Fig. 1: cell outlines without signal wires
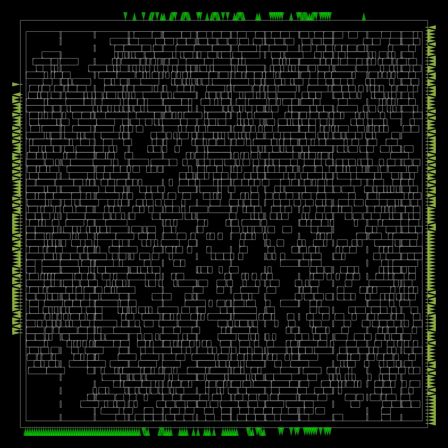
Fig. 2: cells by drive strength
The bar under the picture is 50 µm long.
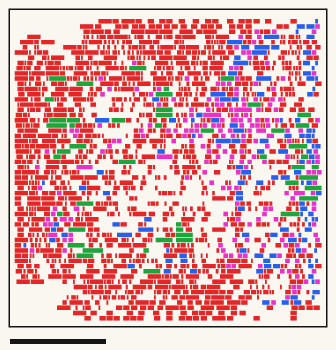
Fig. 3: met3 routing
The bar under the picture is 50 µm long.
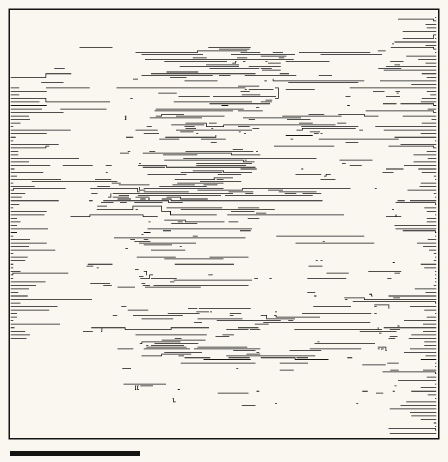
==> config.mk <==
export PLATFORM = sky130hd
export DESIGN_NAME = rv_lsu
export DESIGN_NICKNAME = d
export VERILOG_FILES = /design/src/rtl/rv_lsu.sv
export SDC_FILE = /design/constraint.sdc
export NUM_CORES = 1
export LEC_CHECK = 0
export ABC_CLOCK_PERIOD_IN_PS = 3400
export CAP_MARGIN = 10
export CORE_MARGIN = 2
export CORE_UTILIZATION = 40
export CTS_CLUSTER_DIAMETER = 60
export DETAILED_ROUTE_END_ITERATION = 10
export PLACE_DENSITY = 0.78
export SYNTH_ARGS = -nofsm -noshare
export SYNTH_HDL_FRONTEND = slang
export SYNTH_SLANG_ARGS = --single-unit
==> constraint.sdc <==
create_clock -name clk -period 3.4 [get_ports clk]
set_clock_uncertainty 0.2 [all_clocks]
set_input_delay 0.68 -clock clk [delete_from_list [all_inputs] [get_ports clk]]
set_output_delay 0.68 -clock clk [all_outputs]
set_load 0.02 [all_outputs]
==> run notes <==
Summary of implementation figures.

Finish
The share of final-layout standard cells stronger than drive strength 1 is 0.2179. Registers take 3352 µm².

Status
The checks that failed: negative setup slack. The run finished, with violations left.

CTS
Looking at the clock tree report, the H-tree level count equals 4. The CTS tree is yes. The report puts the hold buffer count at CTS at 0.

Setup path
The script reports the combined buffer and inverter count of the critical path as 4. The peak fanout along the critical path is 36. Logic depth along the worst register-to-register path is recorded as 6.

The endpoint required time on the critical path is 2.52 ns. The worst setup path is launched from a flop.

Timing
The routed design could run at a clock period as short as 3.418 ns. The pin closest to its max-slew limit shows a slew of 0.9528 ns. The upper clock frequency limit is 292.6 MHz. Setup repair after global routing could not meet its margin everywhere. The final critical-path setup slack is -0.01809 ns.

Dividing the final minimum period by the clock period gives 1.005. The final timing report counts setup violations totalling 1. Headroom to the max-slew limit came out at 0.3593.

Synthesis
The synthesized area divided by synthesized cell count is 7.635 µm². The number of nets at floorplan is 1557. The largest total area in the synthesized netlist belongs to dfxtp_1.

Yosys instantiated no cell more often than nand2_1. The commonest cells after synthesis are 276 x nand2_1, 167 x dfxtp_1, 132 x a21oi_1. The synthesis report names the predominant flop master as dfxtp_1.

Synthesis produced a netlist whose cell count is 1358.

Route
The violation tally recorded at the end of detailed-routing iteration 0 is 1507. The remaining design rule violation count is 0.

Min path
The path category of the worst min-delay check is reg2reg.

Placed design
Input and output buffers added on the ports amount to 294. At the end of routability-driven placement, the weighted congestion stood at 0.9934.

Power and ir drop
The internal power summed over all cells is 0.003644 W. The worst supply voltage drop on vdd is 0.0003513 V. The cell leakage power is 5.718 nW.

Global routing
The via count of the first global-routing pass was 11970. Entering global routing, the biggest net connects 86 pins. The number of antenna violations at the first check in global routing is 4.

Floorplanning
The count of pins on the block boundary is 344.
Back to the opening pictures, Fig. 1:
post-route non-filler standard cell count: 2067
standard-cell rows: 58
tap cell count: 330
post-layout utilization of the core: 0.6083
Seq Cell Count: 167

Back to the opening pictures, Fig. 2:
legend:
  magenta:
    size: drive 3 to 4
    cells: 205
    share: 12%
  red:
    size: drive 1 or less
    cells: 1357
    share: 78%
  blue:
    size: drive 2
    cells: 126
    share: 7.3%
  green:
    size: drive 6 and up
    cells: 47
    share: 2.7%
final worst slack: -0.01809 ns
post-layout instance area: 15410 µm²
number of signal-net buffers in the layout: 480

Back to the opening pictures, Fig. 3:
main direction: horizontal
nets with wire on the layer: 418
longest straight run: 58.2 µm
via count of the routed design: 12630
met3 track demand over resource: 0.08312

==> routing by layer <==
metal  vias up  global-route usage  share of wire  wire length [µm]
met3       130             0.08312           0.11              5656
met1      6001              0.4823           0.40             21080
met2       839              0.5915           0.44             23020
met5         -                   0        0.00025                13
li1       5656                   -              -                 -
met4         2              0.2051          0.059              3100
==> stage by stage <==
step | total power [W] | util | cells | cell area (µm²)
final | 0.005230 | 0.6083 | 2067 | 15410
after CTS | 0.005196 | 0.6031 | 2059 | 15270
after detailed placement | 0.003187 | 0.5739 | 2017 | 14530
after floorplan | 0.002567 | - | 1358 | 10370
after global routing | 0.005376 | 0.6081 | 2065 | 15400
after global placement | 0.003182 | 0.5739 | 2017 | 14530
==> worst register-to-register path, cell delays in order (launching register included) <==
cell and delay, ns:
dfxtp_4 0.43, buf_4 0.19, buf_4 0.58, nand2b_1 0.31, o21ai_0 0.68, a22oi_1 0.14
a211oi_1 0.46
==> area by class of cell <==
cell class,instances,share of cell area
diodes,2,0.0003248
well taps,330,0.02680
clock buffers,18,0.02850
clock inverters,14,0.01056
repair buffers,480,0.2855
inverters,7,0.001705
multi-input cells,1049,0.4290
flip-flops and latches,167,0.2176
==> kinds of logic (layout without fill, tap and decap cells) <==
kind of cell	Yosys count	count (layout)	share of synthesized area
and+or+nand+nor	470	470	0.1864
DFF	167	167	0.3224
other	0	2	0
AOI/OAI and AO/OA	492	492	0.3298
buffers and inverters	142	519	0.06046
muxes	87	87	0.1009
==> cell usage in the layout (no fill, tap or decap), types with 14 or more instances in the layout <==
cell type / netlist / final
buf_4: 2 / 191
a32oi_1: 23 / 23
dlygate4sd2_1: 0 / 14
a21boi_0: 83 / 83
mux2i_1: 40 / 33
nand2_1: 276 / 276
nor2b_1: 21 / 19
nor2_1: 112 / 111
a22oi_1: 36 / 35
o21ai_0: 57 / 53
a22o_1: 24 / 24
a21oi_1: 132 / 117
mux2_2: 36 / 36
clkbuf_16: 0 / 18
a211oi_1: 23 / 21
nand3_1: 20 / 19
a21oi_2: 4 / 18
dfxtp_1: 167 / 164
buf_2: 36 / 20
nor3_1: 18 / 15
clkdlybuf4s50_1: 0 / 217
==> power by group through the flow <==
| stage | Sequential (W) | Combinational, W | Clock (W) |
|---|---|---|---|
| final | 0.00208 | 0.00112 | 0.00203 |
| after global routing | 0.00208 | 0.00117 | 0.00212 |
| after CTS | 0.00207 | 0.00108 | 0.00204 |
| after detailed placement | 0.00212 | 0.00107 | 0 |
| after global placement | 0.00212 | 0.00106 | 0 |
| after floorplan | 0.00210 | 0.000463 | 0 |
==> what timing repair did <==
item / in CTS / in global routing
endpoints found under the setup margin: 64 / 59
pin swaps: 6 / 3
gates cloned: 4 / 1
gates resized: 274 / 38
buffers inserted: 6 / 5
Power and IR drop assume default switching activity.
